--- src/rtl/debug_bridge.sv ---
// Debug bridge: parses ASCII commands from a UART byte stream and turns them into
// memory-port bursts, CPU hold/release, and single-byte ACK/NAK replies.
module debug_bridge #(
  parameter int ADDR_BYTES = 4,
  parameter int DATA_BYTES = 4,
  parameter int MAX_BURST  = 16,
  parameter int TIMEOUT    = 100000
) (
  input  logic                    CLK,
  input  logic                    RST,
  input  logic [7:0]              rx_byte,
  input  logic                    rx_valid,
  output logic [7:0]              tx_byte,
  output logic                    tx_start,
  input  logic                    tx_busy,
  output logic [8*ADDR_BYTES-1:0] mem_addr,
  output logic [8*DATA_BYTES-1:0] mem_wdata,
  output logic                    mem_we,
  output logic                    mem_req,
  input  logic                    mem_ack,
  input  logic [8*DATA_BYTES-1:0] mem_rdata,
  output logic                    cpu_reset_req,
  output logic [7:0]              err_count
);
  localparam int AW = 8 * ADDR_BYTES;
  localparam int DW = 8 * DATA_BYTES;
  localparam int TW = $clog2(TIMEOUT + 1);

  localparam logic [TW-1:0] TMR_LOAD  = TW'(TIMEOUT);
  localparam logic [7:0]    ADDR_LAST = 8'(ADDR_BYTES - 1);
  localparam logic [7:0]    DATA_LAST = 8'(DATA_BYTES - 1);
  localparam logic [7:0]    BURST_MAX = 8'(MAX_BURST);
  localparam logic [AW-1:0] ADDR_STEP = AW'(DATA_BYTES);

  localparam logic [7:0] CH_P = 8'h50;
  localparam logic [7:0] CH_H = 8'h48;
  localparam logic [7:0] CH_G = 8'h47;
  localparam logic [7:0] CH_W = 8'h57;
  localparam logic [7:0] CH_R = 8'h52;
  localparam logic [7:0] CH_A = 8'h41;
  localparam logic [7:0] CH_N = 8'h4E;

  typedef enum logic [2:0] {
    IDLE, GET_ADDR, GET_LEN, GET_DATA, MEM_WR, MEM_RD, SEND_DATA, SEND_RESP
  } state_t;

  state_t        state_q;
  logic [AW-1:0] addr_q;
  logic [DW-1:0] data_q;
  logic [7:0]    cnt_q;
  logic [7:0]    byte_q;
  logic [7:0]    resp_q;
  logic [7:0]    tx_byte_q;
  logic [7:0]    err_q;
  logic [TW-1:0] tmr_q;
  logic          is_wr_q;
  logic          tx_start_q;
  logic          mem_req_q;
  logic          mem_we_q;
  logic          cpu_rst_q;

  logic tx_ready;
  logic tmr_expired;

  // A start is never issued back-to-back, so busy has a cycle to rise after each one.
  assign tx_ready    = !tx_busy && !tx_start_q;
  assign tmr_expired = !rx_valid && (tmr_q <= TW'(1));

  always_ff @(posedge CLK) begin
    if (RST) begin
      state_q    <= IDLE;
      addr_q     <= '0;
      data_q     <= '0;
      cnt_q      <= '0;
      byte_q     <= '0;
      resp_q     <= '0;
      tx_byte_q  <= '0;
      err_q      <= '0;
      tmr_q      <= '0;
      is_wr_q    <= 1'b0;
      tx_start_q <= 1'b0;
      mem_req_q  <= 1'b0;
      mem_we_q   <= 1'b0;
      cpu_rst_q  <= 1'b0;
    end else begin
      tx_start_q <= 1'b0;
      case (state_q)
        IDLE: begin
          if (rx_valid) begin
            byte_q <= '0;
            tmr_q  <= TMR_LOAD;
            case (rx_byte)
              CH_P: begin resp_q <= CH_A; state_q <= SEND_RESP; end
              CH_H: begin resp_q <= CH_A; cpu_rst_q <= 1'b1; state_q <= SEND_RESP; end
              CH_G: begin resp_q <= CH_A; cpu_rst_q <= 1'b0; state_q <= SEND_RESP; end
              CH_W, CH_R: begin
                is_wr_q <= (rx_byte == CH_W);
                addr_q  <= '0;
                state_q <= GET_ADDR;
              end
              default: begin resp_q <= CH_N; state_q <= SEND_RESP; end
            endcase
          end
        end
        GET_ADDR: begin
          if (rx_valid) begin
            addr_q <= (addr_q << 8) | AW'(rx_byte);
            tmr_q  <= TMR_LOAD;
            if (byte_q == ADDR_LAST) begin
              byte_q  <= '0;
              state_q <= GET_LEN;
            end else begin
              byte_q <= byte_q + 8'd1;
            end
          end else if (tmr_expired) begin
            resp_q  <= CH_N;
            state_q <= SEND_RESP;
          end else begin
            tmr_q <= tmr_q - TW'(1);
          end
        end
        GET_LEN: begin
          if (rx_valid) begin
            tmr_q <= TMR_LOAD;
            cnt_q <= rx_byte;
            if (rx_byte == 8'd0 || rx_byte > BURST_MAX) begin
              resp_q  <= CH_N;
              state_q <= SEND_RESP;
            end else if (is_wr_q) begin
              state_q <= GET_DATA;
            end else begin
              mem_req_q <= 1'b1;
              mem_we_q  <= 1'b0;
              state_q   <= MEM_RD;
            end
          end else if (tmr_expired) begin
            resp_q  <= CH_N;
            state_q <= SEND_RESP;
          end else begin
            tmr_q <= tmr_q - TW'(1);
          end
        end
        GET_DATA: begin
          if (rx_valid) begin
            data_q <= (data_q << 8) | DW'(rx_byte);
            tmr_q  <= TMR_LOAD;
            if (byte_q == DATA_LAST) begin
              byte_q    <= '0;
              mem_req_q <= 1'b1;
              mem_we_q  <= 1'b1;
              state_q   <= MEM_WR;
            end else begin
              byte_q <= byte_q + 8'd1;
            end
          end else if (tmr_expired) begin
            resp_q  <= CH_N;
            state_q <= SEND_RESP;
          end else begin
            tmr_q <= tmr_q - TW'(1);
          end
        end
        MEM_WR: begin
          if (mem_ack) begin
            mem_req_q <= 1'b0;
            mem_we_q  <= 1'b0;
            addr_q    <= addr_q + ADDR_STEP;
            cnt_q     <= cnt_q - 8'd1;
            if (cnt_q == 8'd1) begin
              resp_q  <= CH_A;
              state_q <= SEND_RESP;
            end else begin
              tmr_q   <= TMR_LOAD;
              state_q <= GET_DATA;
            end
          end
        end
        MEM_RD: begin
          if (mem_ack) begin
            mem_req_q <= 1'b0;
            data_q    <= mem_rdata;
            byte_q    <= '0;
            state_q   <= SEND_DATA;
          end
        end
        SEND_DATA: begin
          if (tx_ready) begin
            tx_start_q <= 1'b1;
            tx_byte_q  <= data_q[DW-1 -: 8];
            data_q     <= data_q << 8;
            if (byte_q == DATA_LAST) begin
              byte_q <= '0;
              addr_q <= addr_q + ADDR_STEP;
              cnt_q  <= cnt_q - 8'd1;
              if (cnt_q == 8'd1) begin
                state_q <= IDLE;
              end else begin
                mem_req_q <= 1'b1;
                mem_we_q  <= 1'b0;
                state_q   <= MEM_RD;
              end
            end else begin
              byte_q <= byte_q + 8'd1;
            end
          end
        end
        SEND_RESP: begin
          if (tx_ready) begin
            tx_start_q <= 1'b1;
            tx_byte_q  <= resp_q;
            if (resp_q == CH_N && err_q != 8'hFF) err_q <= err_q + 8'd1;
            state_q <= IDLE;
          end
        end
        default: state_q <= IDLE;
      endcase
    end
  end

  assign tx_byte       = tx_byte_q;
  assign tx_start      = tx_start_q;
  assign mem_addr      = addr_q;
  assign mem_wdata     = data_q;
  assign mem_we        = mem_we_q;
  assign mem_req       = mem_req_q;
  assign cpu_reset_req = cpu_rst_q;
  assign err_count     = err_q;

endmodule

--- config.mk ---
export PLATFORM = sky130hd
export DESIGN_NAME = debug_bridge
export DESIGN_NICKNAME = d
export VERILOG_FILES = /design/src/rtl/debug_bridge.sv
export SDC_FILE = /design/constraint.sdc
export NUM_CORES = 1
export LEC_CHECK = 0
export CAP_MARGIN = 0
export CORE_UTILIZATION = 45
export CTS_BUF_LIST = sky130_fd_sc_hd__clkbuf_2
export DETAILED_ROUTE_END_ITERATION = 8
export GPL_TIMING_DRIVEN = 1
export PLACE_DENSITY = 0.77
export SLEW_MARGIN = 10
export SYNTH_ARGS = -nofsm -noshare
export SYNTH_HDL_FRONTEND = slang
export SYNTH_SLANG_ARGS = --single-unit
--- constraint.sdc ---
create_clock -name CLK -period 2.65 [get_ports CLK]
set_clock_uncertainty 0.2 [all_clocks]
set_input_delay 0.53 -clock CLK [delete_from_list [all_inputs] [get_ports CLK]]
set_output_delay 0.53 -clock CLK [all_outputs]
set_load 0.03 [all_outputs]
==> impl_metrics.yaml <==
# physical design summary
critical_path:
  cp.buffers_inverters: 1
  critPathLaunch: "cpu_reset_req"
  path_delay_family: "buffers and inverters"
  rr_worst_depth: 7
  critPathSlowestCell: "clkdlybuf4s50_1"
worst_hold_path:
  hp-class: "input port to flop"
  worstHoldPathCells: 3
power:
  p_leak_nw: 4.184
  p_sw_w: 0.003713
  total_power_w: 0.008294
  irDropWorstVdd_mv: 0.4315
  p_comb_share_pct: 53.1
detailed_routing:
  dr_wl_met2_um: 10180
  drc: 0
  top_layer_used: "met4"
  viasPerCell: 5.858
place:
  gp_congestion: 0.8806
  dp_slack_ns: -0.4278
  hpwl_um: 14630
sta:
  final_max_slew_viol_count: 0
  fin_crit_ns: 2.547
  finalCritPeriodShare_pct: 96.10
  fmax_ghz: 0.3927
  hold_viol_final: 0
clock_network:
  cts_setup_buffers: 0
  cts_hold_buf: 0
  cts_resized: 21
  htreeDepth: 4
synth:
  netlist_instances: 887
  ys_types: 75
  syn-num-nets: 939
  largest_area_cell: "dfxtp_1"
  syn-cell-area_mm2: 0.007030
  numSynthFlops: 129
finish:
  nFillCells: 1365
  antenna_cells: 1
  n_all_inverters: 16
global_route:
  grt.overflow.total: 0
  antenna_found_initial: 1
  grt_pass1_wl_um: 33560
  use_met1_pct: 34.21
  met3_usage_pct: 4.858
floorplanning:
  fp_util_pct: 46.25
status:
  run_status: "finished clean"
job:
  drv_cap: 0
## layout by cell type, fill, tap and decap left out, types with 4 or more instances in the layout
master           count
xor2_1               9
nand2_1             76
clkdlybuf4s50_1     67
a32oi_1              5
nand3_1             21
and3_1               7
o21ai_0             32
buf_4               81
a31oi_1              6
a21oi_1             70
buf_12               5
nor2b_1              4
nor3_1              38
clkinvlp_4           4
nor4_2               4
nor2_1             127
dfxtp_1            127
dlygate4sd2_1       21
a22o_1               4
o31ai_1              8
clkinv_2             4
nor4_1              10
or2_2                4
dlymetal6s2s_1      39
nand4_1             16
a22oi_1             18
o221ai_1             5
mux2i_1             27
nand2b_1             5
o21a_1               5
xnor2_1             18
a211oi_1            39
ha_1                 6
or3_1                9
a221oi_1             9
a32o_1               7
and2_1               9
inv_1               15
clkbuf_2            17
Fig. 1: power grid
Bar = 50 um. Pins as bars on the die edge.
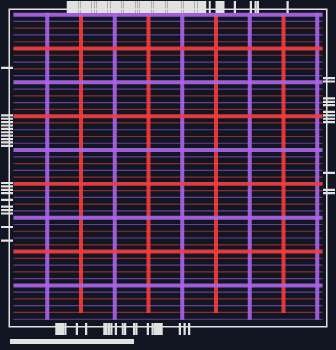
[purple] VSS
[red] VDD
met4 straps: 9
rows: 45
Chip Width: 127.0 um
height of the die: 127.0 um

Fig. 2: placement by cell class
Fill, decap, tap and diode cells in grey.
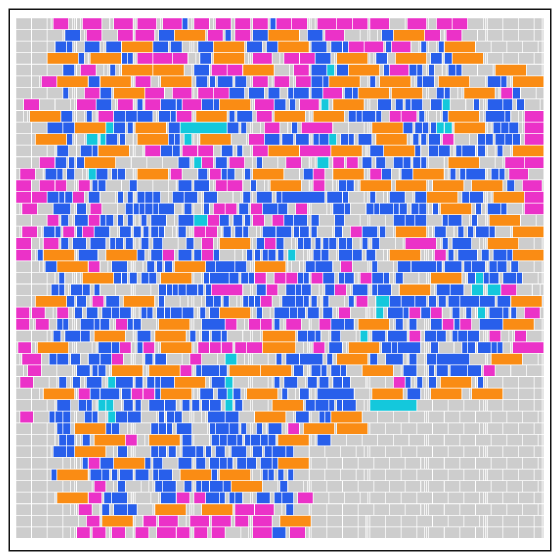
[magenta] other buffers and delay cells | cells: 213
[blue] combinational and other logic | cells: 684
[orange] flops | cells: 129
[cyan] clock drivers and dummy loads | cells: 32
row count: 45
post-layout util: 61.16%
Seq area share: 27.80%
post-layout instance area: 0.009298 mm2
core area: 0.01520 mm2

Fig. 3: clock network drawn from the DEF
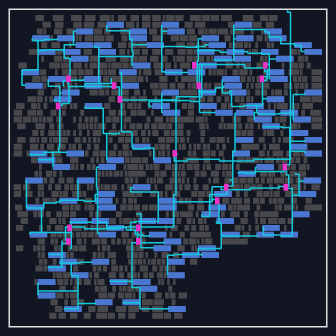
[cyan] clock wires | length: 1710 um
[magenta] clock drivers | count: 17
[blue] flip-flops | count: 129
flops lie: spread over the die
clk_lat worst skew: 0.70 ns
Clk network pwr share: 14.7%
P_clk: 0.00122 W

Fig. 4: metal layers overlaid
Bar = 50 um. Two of the layers only.
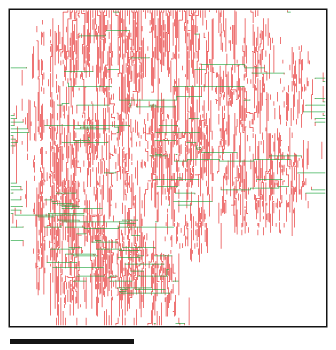
[red] metal 2 | wire length: 10200 um
[green] metal 3 | wire length: 1110 um
via count: 7305
Routed WL per cell: 16.74 um
GRT Util Overall: 25.76%
post-detailed-routing wire length: 20870 um

Fig. 5: the clock network
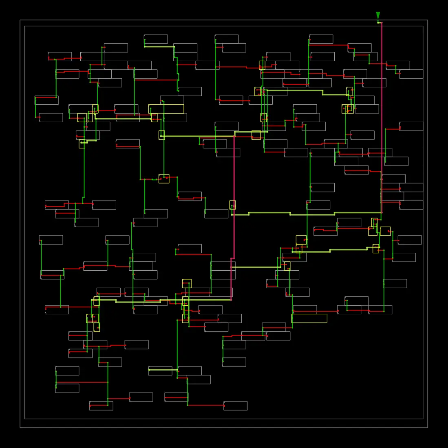
CTS Sinks: 129
FF+latch count: 129
CTS Buf Count: 17
CLK BUF: 17

Power is estimated from default activity; no workload was simulated.
